### src/rtl/fb_wb_stage_pkg.sv
// Shared Firebird pipeline constants: datapath width, writeback source codes
// and load funct3 encodings.
package fb_wb_stage_pkg;
  localparam int FB_32BITS = 32;

  localparam logic [1:0] WB_SEL_ALU  = 2'd0;
  localparam logic [1:0] WB_SEL_LOAD = 2'd1;
  localparam logic [1:0] WB_SEL_PC4  = 2'd2;
  localparam logic [1:0] WB_SEL_RSVD = 2'd3;

  localparam logic [2:0] FB_LB  = 3'd0;
  localparam logic [2:0] FB_LH  = 3'd1;
  localparam logic [2:0] FB_LW  = 3'd2;
  localparam logic [2:0] FB_LBU = 3'd4;
  localparam logic [2:0] FB_LHU = 3'd5;
endpackage

### src/rtl/fb_wb_stage_if.sv
// MEM->WB inputs and the register-file write / bypass outputs of the
// writeback stage. slave = the stage itself, master = whoever drives MEM.
interface fb_wb_stage_if
  import fb_wb_stage_pkg::*;
#(
  parameter int XLEN      = FB_32BITS,
  parameter int INSTRET_W = 64
);
  logic                 mem_valid;
  logic [4:0]           mem_rd;
  logic                 mem_rd_we;
  logic [1:0]           mem_wb_sel;
  logic [XLEN-1:0]      mem_alu_result;
  logic [XLEN-1:0]      mem_pc_plus4;
  logic [2:0]           mem_funct3;
  logic [XLEN-1:0]      dmem_rdata;
  logic                 rf_we;
  logic [4:0]           rf_waddr;
  logic [XLEN-1:0]      rf_wdata;
  logic                 byp_valid;
  logic [4:0]           byp_rd;
  logic [XLEN-1:0]      byp_data;
  logic                 load_misaligned;
  logic [INSTRET_W-1:0] instret;

  modport slave (
    input  mem_valid, mem_rd, mem_rd_we, mem_wb_sel, mem_alu_result,
           mem_pc_plus4, mem_funct3, dmem_rdata,
    output rf_we, rf_waddr, rf_wdata, byp_valid, byp_rd, byp_data,
           load_misaligned, instret
  );

  modport master (
    output mem_valid, mem_rd, mem_rd_we, mem_wb_sel, mem_alu_result,
           mem_pc_plus4, mem_funct3, dmem_rdata,
    input  rf_we, rf_waddr, rf_wdata, byp_valid, byp_rd, byp_data,
           load_misaligned, instret
  );
endinterface

### src/rtl/fb_load_align.sv
// Combinational load extractor: picks byte/halfword from an aligned word,
// sign/zero-extends, and flags misaligned accesses. Shared with the store path.
module fb_load_align
  import fb_wb_stage_pkg::*;
#(
  parameter int XLEN = FB_32BITS
) (
  input  logic [2:0]      funct3,
  input  logic [1:0]      off,
  input  logic [XLEN-1:0] rdata,
  output logic [XLEN-1:0] data,
  output logic            misaligned
);
  logic [7:0]  byte_sel;
  logic [15:0] half_sel;

  assign byte_sel = rdata[{off, 3'b000} +: 8];
  assign half_sel = rdata[{off[1], 4'b0000} +: 16];

  // Unlisted funct3 codes fall through to the word path, including its check.
  always_comb begin
    data       = rdata;
    misaligned = (off != 2'b00);
    case (funct3)
      FB_LB:  begin data = {{(XLEN-8){byte_sel[7]}}, byte_sel};    misaligned = 1'b0;   end
      FB_LBU: begin data = {{(XLEN-8){1'b0}}, byte_sel};           misaligned = 1'b0;   end
      FB_LH:  begin data = {{(XLEN-16){half_sel[15]}}, half_sel};  misaligned = off[0]; end
      FB_LHU: begin data = {{(XLEN-16){1'b0}}, half_sel};          misaligned = off[0]; end
      default: ;
    endcase
  end
endmodule

### src/rtl/fb_wb_stage.sv
// Firebird writeback stage: MEM/WB register, load formatting, register-file
// write port, ID/EX bypass and retired-instruction counter.
module fb_wb_stage
  import fb_wb_stage_pkg::*;
#(
  parameter int XLEN      = FB_32BITS,
  parameter int INSTRET_W = 64
) (
  input logic          clk,
  input logic          reset,
  fb_wb_stage_if.slave wb
);
  logic                 wb_valid;
  logic [4:0]           wb_rd;
  logic                 wb_rd_we;
  logic [1:0]           wb_wb_sel;
  logic [XLEN-1:0]      wb_alu_result;
  logic [XLEN-1:0]      wb_pc_plus4;
  logic [2:0]           wb_funct3;
  logic [INSTRET_W-1:0] instret_q;

  always_ff @(posedge clk) begin
    if (reset) begin
      wb_valid      <= 1'b0;
      wb_rd         <= '0;
      wb_rd_we      <= 1'b0;
      wb_wb_sel     <= WB_SEL_ALU;
      wb_alu_result <= '0;
      wb_pc_plus4   <= '0;
      wb_funct3     <= '0;
      instret_q     <= '0;
    end else begin
      wb_valid      <= wb.mem_valid;
      wb_rd         <= wb.mem_rd;
      wb_rd_we      <= wb.mem_rd_we;
      wb_wb_sel     <= wb.mem_wb_sel;
      wb_alu_result <= wb.mem_alu_result;
      wb_pc_plus4   <= wb.mem_pc_plus4;
      wb_funct3     <= wb.mem_funct3;
      if (wb_valid) instret_q <= instret_q + INSTRET_W'(1);
    end
  end

  logic [XLEN-1:0] ld_data;
  logic            ld_mis;

  fb_load_align #(.XLEN(XLEN)) u_align (
    .funct3     (wb_funct3),
    .off        (wb_alu_result[1:0]),
    .rdata      (wb.dmem_rdata),
    .data       (ld_data),
    .misaligned (ld_mis)
  );

  // Reset gates the stage combinationally so an instruction caught in WB
  // during reset never reaches the register file.
  logic            live;
  logic            mis;
  logic            we;
  logic [XLEN-1:0] src;

  assign live = wb_valid & ~reset;
  assign mis  = live & (wb_wb_sel == WB_SEL_LOAD) & ld_mis;
  assign we   = live & wb_rd_we & (wb_rd != 5'd0) & ~mis & (wb_wb_sel != WB_SEL_RSVD);

  always_comb begin
    case (wb_wb_sel)
      WB_SEL_ALU:  src = wb_alu_result;
      WB_SEL_LOAD: src = ld_data;
      WB_SEL_PC4:  src = wb_pc_plus4;
      default:     src = '0;
    endcase
  end

  assign wb.rf_we           = we;
  assign wb.rf_waddr        = we ? wb_rd : 5'd0;
  assign wb.rf_wdata        = we ? src : '0;
  assign wb.byp_valid       = we;
  assign wb.byp_rd          = we ? wb_rd : 5'd0;
  assign wb.byp_data        = we ? src : '0;
  assign wb.load_misaligned = mis;
  assign wb.instret         = instret_q;
endmodule

### src/flat_wrapper.sv
// flat-port wrapper written by rule: the top's interface ports become plain ports
module fb_wb_stage_flat import fb_wb_stage_pkg::*;
#(
  parameter int XLEN      = FB_32BITS,
  parameter int INSTRET_W = 64
)
  (clk, reset, wb_mem_valid, wb_mem_rd, wb_mem_rd_we, wb_mem_wb_sel, wb_mem_alu_result, wb_mem_pc_plus4, wb_mem_funct3, wb_dmem_rdata, wb_rf_we, wb_rf_waddr, wb_rf_wdata, wb_byp_valid, wb_byp_rd, wb_byp_data, wb_load_misaligned, wb_instret);
  fb_wb_stage_if #(.XLEN(XLEN), .INSTRET_W(INSTRET_W)) wb_i ();
  input logic clk;
  input logic reset;
  input wire logic [$bits(wb_i.mem_valid)-1:0] wb_mem_valid;
  input wire logic [$bits(wb_i.mem_rd)-1:0] wb_mem_rd;
  input wire logic [$bits(wb_i.mem_rd_we)-1:0] wb_mem_rd_we;
  input wire logic [$bits(wb_i.mem_wb_sel)-1:0] wb_mem_wb_sel;
  input wire logic [$bits(wb_i.mem_alu_result)-1:0] wb_mem_alu_result;
  input wire logic [$bits(wb_i.mem_pc_plus4)-1:0] wb_mem_pc_plus4;
  input wire logic [$bits(wb_i.mem_funct3)-1:0] wb_mem_funct3;
  input wire logic [$bits(wb_i.dmem_rdata)-1:0] wb_dmem_rdata;
  output wire logic [$bits(wb_i.rf_we)-1:0] wb_rf_we;
  output wire logic [$bits(wb_i.rf_waddr)-1:0] wb_rf_waddr;
  output wire logic [$bits(wb_i.rf_wdata)-1:0] wb_rf_wdata;
  output wire logic [$bits(wb_i.byp_valid)-1:0] wb_byp_valid;
  output wire logic [$bits(wb_i.byp_rd)-1:0] wb_byp_rd;
  output wire logic [$bits(wb_i.byp_data)-1:0] wb_byp_data;
  output wire logic [$bits(wb_i.load_misaligned)-1:0] wb_load_misaligned;
  output wire logic [$bits(wb_i.instret)-1:0] wb_instret;
  assign wb_i.mem_valid = wb_mem_valid;
  assign wb_i.mem_rd = wb_mem_rd;
  assign wb_i.mem_rd_we = wb_mem_rd_we;
  assign wb_i.mem_wb_sel = wb_mem_wb_sel;
  assign wb_i.mem_alu_result = wb_mem_alu_result;
  assign wb_i.mem_pc_plus4 = wb_mem_pc_plus4;
  assign wb_i.mem_funct3 = wb_mem_funct3;
  assign wb_i.dmem_rdata = wb_dmem_rdata;
  assign wb_rf_we = wb_i.rf_we;
  assign wb_rf_waddr = wb_i.rf_waddr;
  assign wb_rf_wdata = wb_i.rf_wdata;
  assign wb_byp_valid = wb_i.byp_valid;
  assign wb_byp_rd = wb_i.byp_rd;
  assign wb_byp_data = wb_i.byp_data;
  assign wb_load_misaligned = wb_i.load_misaligned;
  assign wb_instret = wb_i.instret;
  fb_wb_stage #(.XLEN(XLEN), .INSTRET_W(INSTRET_W)) u_core (.clk(clk), .reset(reset), .wb(wb_i));
endmodule
### config.mk
export PLATFORM = sky130hd
export DESIGN_NAME = fb_wb_stage_flat
export DESIGN_NICKNAME = d
export VERILOG_FILES = /design/src/rtl/fb_wb_stage_pkg.sv /design/src/rtl/fb_wb_stage_if.sv /design/src/rtl/fb_load_align.sv /design/src/rtl/fb_wb_stage.sv /design/src/flat_wrapper.sv
export SDC_FILE = /design/constraint.sdc
export NUM_CORES = 1
export LEC_CHECK = 0
export ABC_AREA = 1
export CORE_MARGIN = 4
export CORE_UTILIZATION = 51
export DETAILED_ROUTE_END_ITERATION = 10
export PLACE_DENSITY = 0.86
export SLEW_MARGIN = 0
export SYNTH_ARGS = -nofsm -noshare
export SYNTH_HDL_FRONTEND = slang
export SYNTH_SLANG_ARGS = --single-unit
### constraint.sdc
create_clock -name clk -period 4.6 [get_ports clk]
set_input_delay 0.69 -clock clk [delete_from_list [all_inputs] [get_ports clk]]
set_output_delay 0.69 -clock clk [all_outputs]
set_load 0.02 [all_outputs]
Clock network drawn from the DEF:
Scale bar: 50 um.
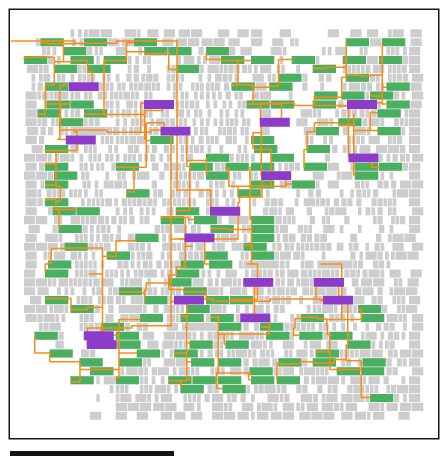
[flip-flops] green | count: 140
[clock wires] orange | length: 1710 um
[cells driving clock nets] purple | count: 17
routed clock nets	18

==> impl_metrics.toml <==
# implementation run metrics
[critical_path]
r2r_end = "u_core.wb.instret[53]"
start_kind = "flop"
rrSetupSlack_ns = 2.70
cp.arrival_ns = 3.17
cp.required_ns = 3.91
reg2reg_depth = 7
end_kind = "output port"
crit_type = "flop to output port"
crit_path_start = "u_core.wb_funct3[1]"
cp_max_fo = 38
worstReg2RegStart = "u_core.wb.instret[34]"

[layout]
nets = 1555
finalNonFillerCells = 1640
layout-drive-gt1-share = 0.04674
final_common_cell = "nor2_1"
area_growth_pct = 38.25
final_cell_mix = "nor2_1 (295), clkdlybuf4s50_1 (249), inv_1 (210)"

[logic_synthesis]
yosys_warnings = 0
synth_nets = 1357
ys.flops = 140
syn-cell-area_sq_mm = 0.007701
postSynthSeqShare = 0.3639
synth.avg_cell_area_sq_um = 6.181
ys_cells = 1246
ys_chip_area_sq_mm = 0.007701
syn_inst = 1246
ys_types = 31

[clocking]
cts_tree = "done"
cts_setup_buffers = 0
clkLatencyLatePin_ns = 0.42
cts_num_sinks = 140
cts_resized = 0
htree_num_levels = 4
cts_max_path_buffers = 2
cts.clk_slew.worst_paths_ns = 0.06
cts_made_buffers = 17
cts_hold_buf = 0
cts-root-buf = "clkbuf_16"

[hold_path]
holdPathStages = 2
hold_end = "u_core.wb.instret[40]"
holdCritStartpoint = "u_core.wb.instret[40]"
hp-class = "flop to flop"

[power]
p_leak_nw = 4.352
ir_worst_vdd_v = 0.0002477
powerDensity_mw_per_mm2 = 282.7

[placed_design]
port_buffers = 250
dp_cells = 1609
place_hpwl_um = 20170
place.gp.congestion = 0.9703

[run]
warning_count = 26
drv_cap = 0

[run_status]
status = "finished, final reports clean"

[floorplanning]
core_area_sq_mm = 0.01464
die_w_um = 130.9
fp_util = 0.5259
chip_area_sq_mm = 0.01713
boundaryPins = 251
die_h_um = 130.9

[sta]
maxSlewHeadroom = 0.5452
finalSetupViolations = 0
period_needed_ns = 3.860
hold_violations = 0
maxSlewViolCount = 0
tightest_slew_ns = 0.6813
fin_setup_tns_ns = 0
period_used_share = 0.8391
rsz0062_at_grt = "no"
fmax_mhz = 259.1
finClkSkew_ns = 0.009672

[drt]
drc = 0
vias = 8596
drtPass1Iterations = 5
route.antenna.remaining_nets = 0
vias_per_cell = 5.241
first_iter_violations = 850
finalWirelength_um = 26300
wl_per_cell_um = 16.04

[global_route]
grt_usage = 0.3000
grt_first_pass_wirelength_um = 39500
grt_pass1_vias = 7645
antenna_found_initial = 2
grt_max_degree = 51
grt_overflow = 0
Cells colored by class:
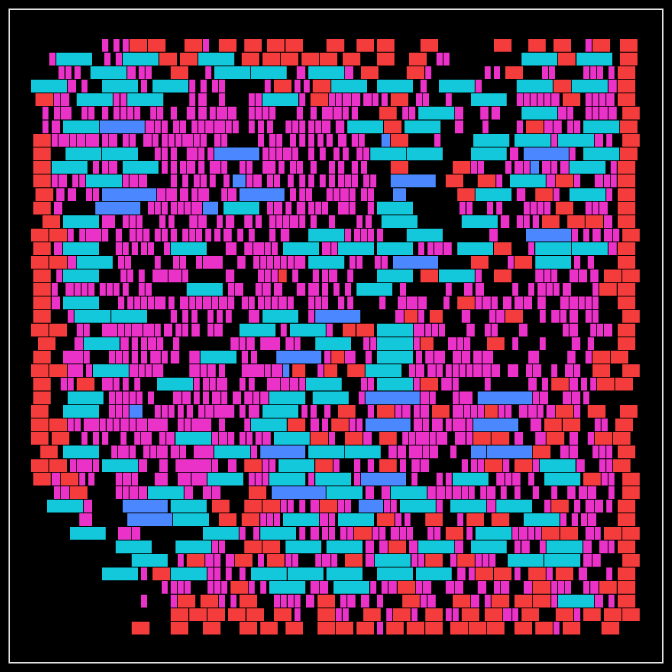
class	color	cells
all other logic	magenta	1027
other buffers and delay cells	red	258
clock drivers and dummy loads	blue	30
flip-flops	cyan	140
row cnt: 44
Util after Layout: 0.7270

## stage by stage
stage | setup WS, ns | hold WS, ns | cell area (sq um) | power [mW]
after floorplan | 1.837 | 0.5472 | 7701 | 1.448
after global placement | 1.054 | 0.4787 | 10030 | 1.594
after detailed placement | 0.9965 | 0.4827 | 10030 | 1.598
after CTS | 0.7625 | 0.4918 | 10640 | 3.021
after global routing | 0.5143 | 0.5288 | 10650 | 3.105
final | 0.7399 | 0.4889 | 10650 | 3.010
## cells by family after synthesis
logic type,share of synthesized area
AND/OR/NAND/NOR,0.3409
buffers and inverters,0.1628
AND-OR/OR-AND,0.1228
flip-flops,0.3639
XOR/XNOR,0.007961
adder cells (fa/ha/maj),0.001624
## worst max path at each step
stage,to,cells after the start
finish,wb_rf_wdata[7],7
global route,wb_rf_wdata[7],7
CTS,wb_rf_wdata[7],7
detailed placement,wb_byp_data[16],10
global placement,wb_byp_data[16],10
floorplan,wb_rf_wdata[17],8
## area by class of cell
type / instances / area (sq um)
Tap cell: 184 / 230.2
Clock buffer: 19 / 442.9
Clock inverter: 11 / 170.2
Fill cell: 1211 / 3998
Multi-Input combinational cell: 815 / 3645
Antenna cell: 1 / 2.502
Inverter: 212 / 795.8
Sequential cell: 140 / 2803
Timing Repair Buffer: 258 / 2557
## synth_stat cells
library cell,count,area share
nand2_4,1,0.0015
xnor2_1,2,0.0023
nor2_1,295,0.14
nor2_8,1,0.0026
nor2_2,11,0.0089
o211ai_1,4,0.0039
a21oi_1,93,0.060
nand3b_1,1,0.00098
nor2_4,6,0.0088
o21a_1,5,0.0049
o21ai_0,68,0.044
ha_1,1,0.0016
nand2_2,8,0.0065
a31oi_1,1,0.00081
clkbuf_1,27,0.013
buf_2,9,0.0058
xor2_1,5,0.0057
inv_1,210,0.10
o22ai_1,7,0.0057
buf_4,40,0.039
or2_2,1,0.00081
nand3_1,81,0.053
dfxtp_1,140,0.36
nand4_1,13,0.011
inv_2,2,0.00098
and2_1,4,0.0032
nand2_1,198,0.097
and3_1,1,0.00081
o21bai_1,3,0.0029
buf_1,3,0.0015
nor3_1,5,0.0032
## per-layer routing
| layer | vias up | track usage | routed length (um) |
|---|---|---|---|
| met3 | 70 | 0.06789 | 2360 |
| met2 | 411 | 0.5086 | 12550 |
| met4 | 2 | 0.1047 | 858 |
| met1 | 3912 | 0.3761 | 10510 |
| met5 | - | 0 | 13 |
| li1 | 4201 | - | - |
## flip-flops by register name, summed over array words and instances, names as in the netlist
register,flops
u_core.wb_wb_sel,2
u_core.wb_rd,5
u_core.wb_alu_result,32
u_core.wb_valid,1
u_core.wb_pc_plus4,32
u_core.wb.instret,64
u_core.wb_funct3,3
u_core.wb_rd_we,1
## critical path, stage by stage (launching register included)
cell             delay, ns
dfxtp_1               0.75
inv_2                 0.37
o21ai_0               0.25
nand4_1               0.13
nand4_1               0.10
buf_4                 0.37
nor2_1                0.16
clkdlybuf4s50_1       0.62
## where the power goes
group	switching [mW]	internal [mW]	leakage (nW)
Sequential	0.0195	1.25	1.15
Clock	0.518	0.914	0.291
Combinational	0.162	0.146	2.91
Total	0.700	2.31	4.35
Power is estimated from default activity; no workload was simulated.
